$ cat src/rtl/next_pc_ctrl.sv
// Next-PC selection for the PC register, with a circular return-address stack
// that services call/ret and reports sticky overflow/underflow.
module next_pc_ctrl #(
    parameter int unsigned PC_W      = 5,
    parameter int unsigned RAS_DEPTH = 4,
    parameter int unsigned RAS_PTR_W = 2
) (
    input  logic                 clock,
    input  logic                 reset,
    input  logic [PC_W-1:0]      pc_cur,
    input  logic                 stall,
    input  logic                 branch_en,
    input  logic                 branch_taken,
    input  logic [PC_W-1:0]      branch_off,
    input  logic                 jump_en,
    input  logic                 call_en,
    input  logic                 ret_en,
    input  logic [PC_W-1:0]      jump_target,
    output logic [PC_W-1:0]      pc_next,
    output logic                 redirect,
    output logic [RAS_PTR_W:0]   ras_count,
    output logic                 ras_overflow,
    output logic                 ras_underflow
);

    localparam int unsigned CNT_W = RAS_PTR_W + 1;

    logic [PC_W-1:0]      ras_mem [RAS_DEPTH];
    logic [RAS_PTR_W-1:0] wp;
    logic [RAS_PTR_W-1:0] top_idx;
    logic [PC_W-1:0]      seq;
    logic [PC_W-1:0]      ras_top;
    logic                 ras_empty;
    logic                 ras_full;
    logic                 do_push;
    logic                 do_pop;
    logic                 do_underflow;

    assign seq       = pc_cur + PC_W'(1);
    assign top_idx   = wp - RAS_PTR_W'(1);
    assign ras_top   = ras_mem[top_idx];
    assign ras_empty = (ras_count == CNT_W'(0));
    assign ras_full  = (ras_count == CNT_W'(RAS_DEPTH));

    // Priority resolution; only the winning request may touch the RAS.
    always_comb begin
        pc_next      = seq;
        do_push      = 1'b0;
        do_pop       = 1'b0;
        do_underflow = 1'b0;
        if (stall) begin
            pc_next = pc_cur;
        end else if (ret_en) begin
            if (!ras_empty) begin
                pc_next = ras_top;
                do_pop  = 1'b1;
            end else begin
                do_underflow = 1'b1;
            end
        end else if (call_en) begin
            pc_next = jump_target;
            do_push = 1'b1;
        end else if (jump_en) begin
            pc_next = jump_target;
        end else if (branch_en && branch_taken) begin
            pc_next = seq + branch_off;
        end
    end

    assign redirect = !stall && (pc_next != seq);

    // RAS storage, pointer, occupancy and sticky flags.
    always_ff @(posedge clock or posedge reset) begin
        if (reset) begin
            wp            <= '0;
            ras_count     <= '0;
            ras_overflow  <= 1'b0;
            ras_underflow <= 1'b0;
            for (int i = 0; i < int'(RAS_DEPTH); i++) begin
                ras_mem[i] <= '0;
            end
        end else begin
            if (do_push) begin
                ras_mem[wp] <= seq;
                wp          <= wp + RAS_PTR_W'(1);
                if (ras_full) begin
                    ras_overflow <= 1'b1;
                end else begin
                    ras_count <= ras_count + CNT_W'(1);
                end
            end
            if (do_pop) begin
                wp        <= wp - RAS_PTR_W'(1);
                ras_count <= ras_count - CNT_W'(1);
            end
            if (do_underflow) begin
                ras_underflow <= 1'b1;
            end
        end
    end

endmodule

$ cat config.mk
export PLATFORM = sky130hd
export DESIGN_NAME = next_pc_ctrl
export DESIGN_NICKNAME = d
export VERILOG_FILES = /design/src/rtl/next_pc_ctrl.sv
export SDC_FILE = /design/constraint.sdc
export NUM_CORES = 1
export LEC_CHECK = 0
export ABC_AREA = 1
export ABC_CLOCK_PERIOD_IN_PS = 3350
export CORE_AREA = 2 2 68 70
export CTS_CLUSTER_SIZE = 20
export DETAILED_ROUTE_END_ITERATION = 10
export DIE_AREA = 0 0 70 72
export HOLD_SLACK_MARGIN = 0.05
export PLACE_DENSITY = 0.72
export SLEW_MARGIN = 20
export SYNTH_ARGS = -nofsm -noshare
export SYNTH_HDL_FRONTEND = slang
export SYNTH_SLANG_ARGS = --single-unit
$ cat constraint.sdc
create_clock -name clock -period 3.35 [get_ports clock]
set_input_delay 0.67 -clock clock [delete_from_list [all_inputs] [get_ports clock]]
set_output_delay 0.67 -clock clock [all_outputs]
set_load 0.005 [all_outputs]
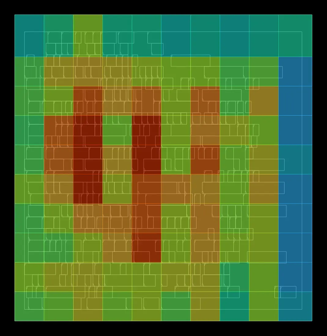
**Above:** run 1 (congestion heat map).
GR Layer Usage met2: 35.1%
GR Util All Layers: 20.8%
Core Util, Final: 61.3%
GRT busiest layer: met2
met1 Use GR: 27.8%

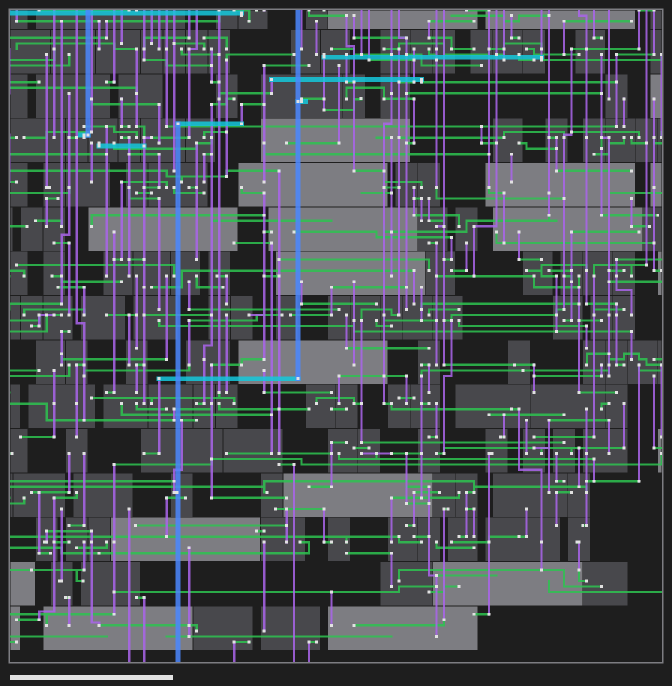
**Above:** run 1 (layout detail).
Scale bar: 10 µm. Window x 15 to 55, y 2 to 42 µm. Cells in grey, sequential cells in the stronger grey; small squares are vias.
Key: blue = M4; purple = M2; green = M1; cyan = M3
Netlist names of flops here include ras_mem (8), wp (2). Sequential cells in the window: 13. Most frequent: nand2_1 (41), o21ai_0 (20), inv_1 (15). 139 logic cells have their middle in the window.

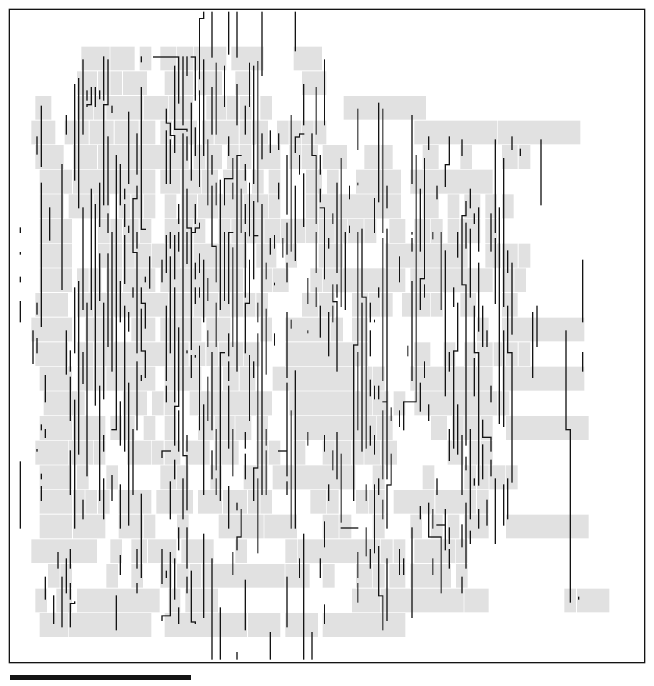
**Above:** run 1 (met2 routing).
Scale bar: 20 µm.
The layer carries 2290 µm of wire. 282 nets have wire on it. The layer holds 47% of the routed length.

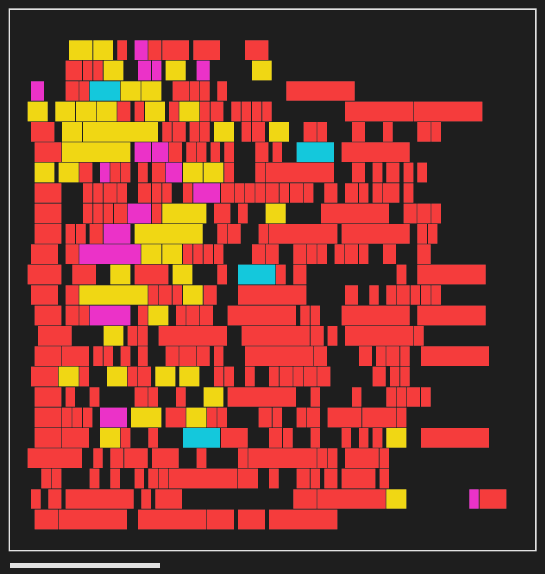
**Above:** run 1 (cell sizes after repair).
Scale bar: 20 µm.
Key: yellow = x3 and x4 [cells 43, share 13%]; red = x1 and smaller [cells 278, share 82%]; magenta = x2 [cells 16, share 4.7%]; cyan = x6 and larger [cells 4, share 1.2%]
PnR worst setup slack: 0.159 ns
fin area: 2620 µm²
Layout Area Growth over Synthesis: 38.4%
non-clock buffer count in the final layout: 68

==> Slide: Implementation Results, run 1 <==
Synthesis and Place & Route Summary

Outcome
  • Status: completed

Clock network
  • Max Root-Sink Buffers: 2
  • Late-Pin Clk Latency: 0.28 ns
  • Post-CTS Hold Buffers: 0
  • TritonCTS clock tree: yes
  • Post CTS Setup Buffer Count: 1
  • H-tree levels: 1
  • Clk slew on worst S/H paths: 0.09 ns

Logic synthesis
  • Top cells by area, synth: dfrtp_1 (36%), nand2_1 (18%), o21ai_0 (8.5%)
  • Yosys top cell area share: 35.8%
  • Yosys reg bits: 27
  • Post-Syn Nets: 309
  • Main logic family: simple AND/OR/NAND/NOR gates
  • Cell type with the largest total area: dfrtp_1
  • Post-synth EDFFs: 0

Global routing
  • Vias in the first global route: 1828
  • Met3 usage: 1.94%
  • Pin count of the biggest net entering global routing: 28
  • First-pass GRT wire length: between 8 and 9 mm

Critical path
  • Crit path top cell by count: nand2_1
  • Max stage delay on crit path: between 0.2 and 0.3 ns
  • Crit path DAT: 2.52 ns

Pwr
  • Comb power frac: 52.9%
  • Comb pwr: between 0.8 and 0.9 mW
  • Pwr dens: 616 nW/µm²
  • Top power group: combinational cells

STA
  • Setup-failing EPs final: 0
  • Fmax: 0.313 GHz

Die
  • IO Pins: 34
  • Core Area: 4260 µm²
  • Die x size: roughly 70 µm
  • Tap cells: 52

Layout
  • Layout clock buffer count: 4
  • Top Layout Cells: nand2_1 (89), buf_4 (35), inv_1 (32), o21ai_0 (31), dfrtp_1 (27)
  • Signal buffers share of area: 21.9%
  • Share of cells above drive strength 1: 18.5%

Placement
  • GPL Wtd Cong: 1.01
  • Placed insts: between 300 and 400

Drt
  • TritonRoute pass-1 iters: 4
  • Met2 WL: 2.29 mm
  • DR top layer: met4
  • Avg Vias per Cell: 4.89
  • WL per Instance: around 12 µm

Hold path
  • Hold Path Stages: 2
**Run 1: signal wires on met1**

Scale bar: 20 µm. Supply wires on this layer in grey.
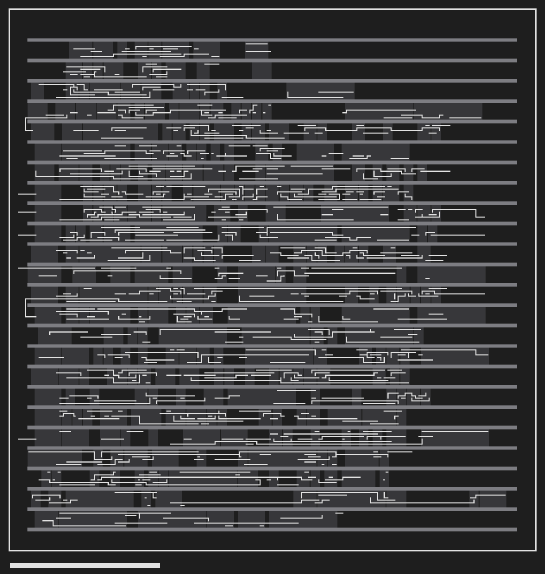

==> run 2, diff against run 1 <==
CORE_AREA = 2 2 63 65   (was 2 2 68 70)
DIE_AREA = 0 0 65 67   (was 0 0 70 72)
PLACE_DENSITY = 0.82   (was 0.72)
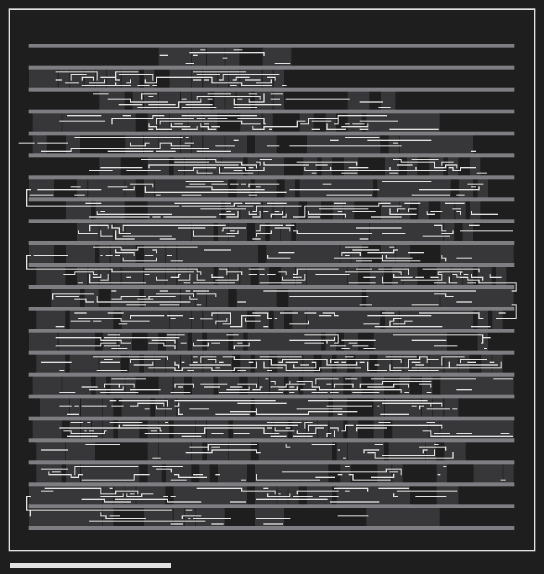
**Above:** run 2 (signal wires on met1).
Scale bar: 20 µm. Supply wires on this layer in grey.
334 nets have wire on it. The wires run mostly horizontal.
via count: 2058
met1 Use GR: 32.3%
final WL: 5.08 mm

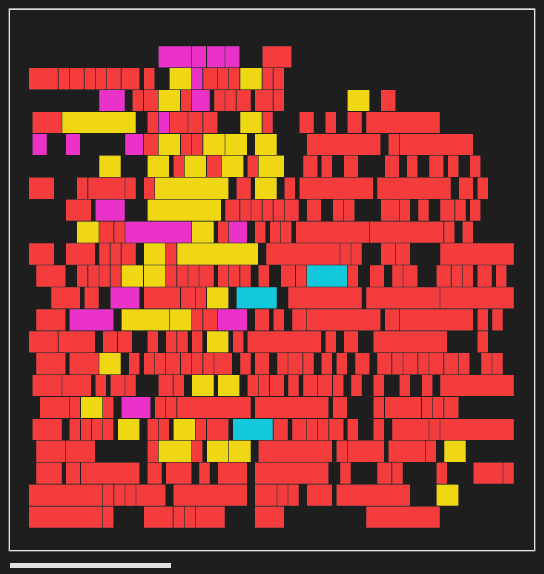
**Above:** run 2 (cell sizes after repair).
Scale bar: 20 µm.
Key: cyan = x6 and larger [cells 3, share 0.89%]; yellow = x3 and x4 [cells 39, share 12%]; magenta = x2 [cells 18, share 5.4%]; red = x1 and smaller [cells 276, share 82%]

==> run 2 against run 1 <==
Cell area shrank 1.2%. Worst hold slack worse by 0.016 ns. Flip-flop count did not move. Synthesized cell count unchanged. Combinational power grew 2.7%. Global-route usage rose by 3.7 points. Sequential share of layout area up 0.31 points. Clock power about the same.
==> Slide: Implementation Results, run 2 <==
Synthesis and Place & Route Summary

Outcome
  • Status: completed

Drt
  • Avg Vias per Cell: 5.36 (+9.7%)
  • DR top layer: met4
  • WL per Instance: 13.2 µm (+6.2%)
  • TritonRoute pass-1 iters: 5 (+1)
  • DRT iter0 DRCs: 171
  • Met2 WL: 2.45 mm (+6.9%)
  • Met3 wire length: a little over 300 µm

Hold path
  • Hold Path Stages: 1 (-1)

Pwr
  • Pwr dens: 633 nW/µm² (+2.8%)
  • Top power group: combinational cells
  • Switching part of the total: 41.7%
  • Sw power: 0.682 mW
  • Comb pwr: 0.876 mW (+2.7%)
  • Comb power frac: 53.5% (+0.6 points)
  • Total power: 1.64 mW

Global routing
  • GR Layer Usage met2: 42.0% (+6.9 points)
  • First-pass GRT wire length: 8.37 mm (-0.42%)
  • Pin count of the biggest net entering global routing: 28 (unchanged)
  • Met3 usage: 1.86% (-0.086 points)
  • GR Util All Layers: 24.5% (+3.7 points)
  • Gr ovfl total: 0
  • Vias in the first global route: 1899 (+3.9%)
  • GRT busiest layer: met2

Logic synthesis
  • Post-Synth Simple-Gate Area: 32.8%
  • Yosys reg bits: 27 (unchanged)
  • Post-Syn Area per Cell: a little under 7 µm²
  • Post-Syn Nets: 309 (unchanged)
  • Cell type with the largest total area: dfrtp_1
  • Top cells by area, synth: dfrtp_1 (36%), nand2_1 (18%), o21ai_0 (8.5%)
  • Post-synth EDFFs: 0 (unchanged)
  • Yosys top cell area share: 35.8% (unchanged)
  • Post-Syn Area: 1890 µm²
  • Main logic family: simple AND/OR/NAND/NOR gates

Layout
  • Layout clock buffer count: 3 (-1)
  • Signal buffers share of area: 20.7% (-1.2 points)
  • Non-clock buffer count in the final layout: 63 (-7.4%)
  • Top cell excl fill/tap: nand2_1
  • Final Net Count: about 370
  • Top Layout Cells: nand2_1 (88), inv_1 (32), o21ai_0 (31), buf_4 (30), dfrtp_1 (27)
  • Core Util, Final: 71.7% (+10 points)
  • Filler cell count in the final layout: 296
  • Fin cells: 384
  • Layout Area Growth over Synthesis: 36.8%
  • Share of cells above drive strength 1: 17.9% (-0.62 points)
  • Fin area: 2580 µm² (-1.2%)
  • Multi-input logic cell count: about 210
  • Max-area cell class: multi-input combinational cells

Clock network
  • Late-Pin Clk Latency: 0.27 ns (about the same)
  • H-tree levels: 1 (unchanged)
  • TritonCTS clock tree: yes
  • Post-CTS resize count: 34
  • Max Root-Sink Buffers: 2 (unchanged)
  • Clk slew on worst S/H paths: 0.10 ns (about the same)
  • Post-CTS Hold Buffers: 0 (unchanged)
  • Post CTS Setup Buffer Count: 1 (unchanged)
  • CTS sink count: 27

Die
  • Tap cells: 48 (-7.7%)
  • Core Area: 3610 µm² (-15%)
  • Die x size: 65 µm (-7.1%)
  • IO Pins: 34 (unchanged)

Placement
  • GPL Wtd Cong: 0.928 (-7.9%)
  • Placed insts: 376 (-2.3%)

STA
  • Fmax: 0.307 GHz (-1.9%)
  • Worst relative slew slack: 36.6%
  • Setup-failing EPs final: 0 (unchanged)
  • PnR worst setup slack: 0.0978 ns (-0.0609 ns)

Critical path
  • Crit Path Category: input port to output port
  • Max stage delay on crit path: 0.31 ns (+0.02 ns)
  • Highest-delay cell along the critical path: ha_4
  • Crit path DAT: 2.58 ns (+0.06 ns)
  • Crit path top cell by count: nand2_1
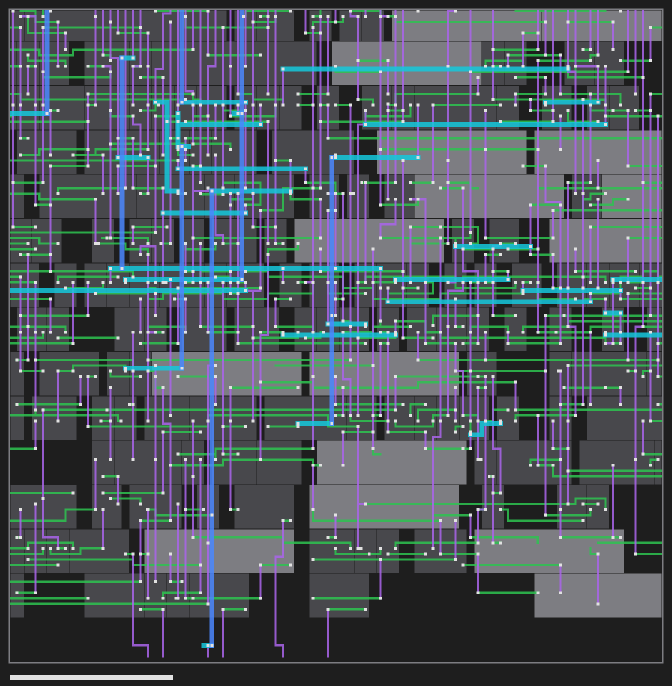
**Above:** run 2 (layout detail).
Scale bar: 10 µm. Window x 12 to 52, y 0 to 40 µm. Cells in grey, sequential cells in the stronger grey; small squares are vias.
Key: purple = M2; blue = M4; cyan = M3; green = M1
Sequential cells in the window: 15. Most frequent: nand2_1 (52), inv_1 (19), o21ai_0 (17). Netlist names of flops here include ras_mem (10), wp (2). 167 logic cells have their middle in the window.

Power and IR drop assume default switching activity.
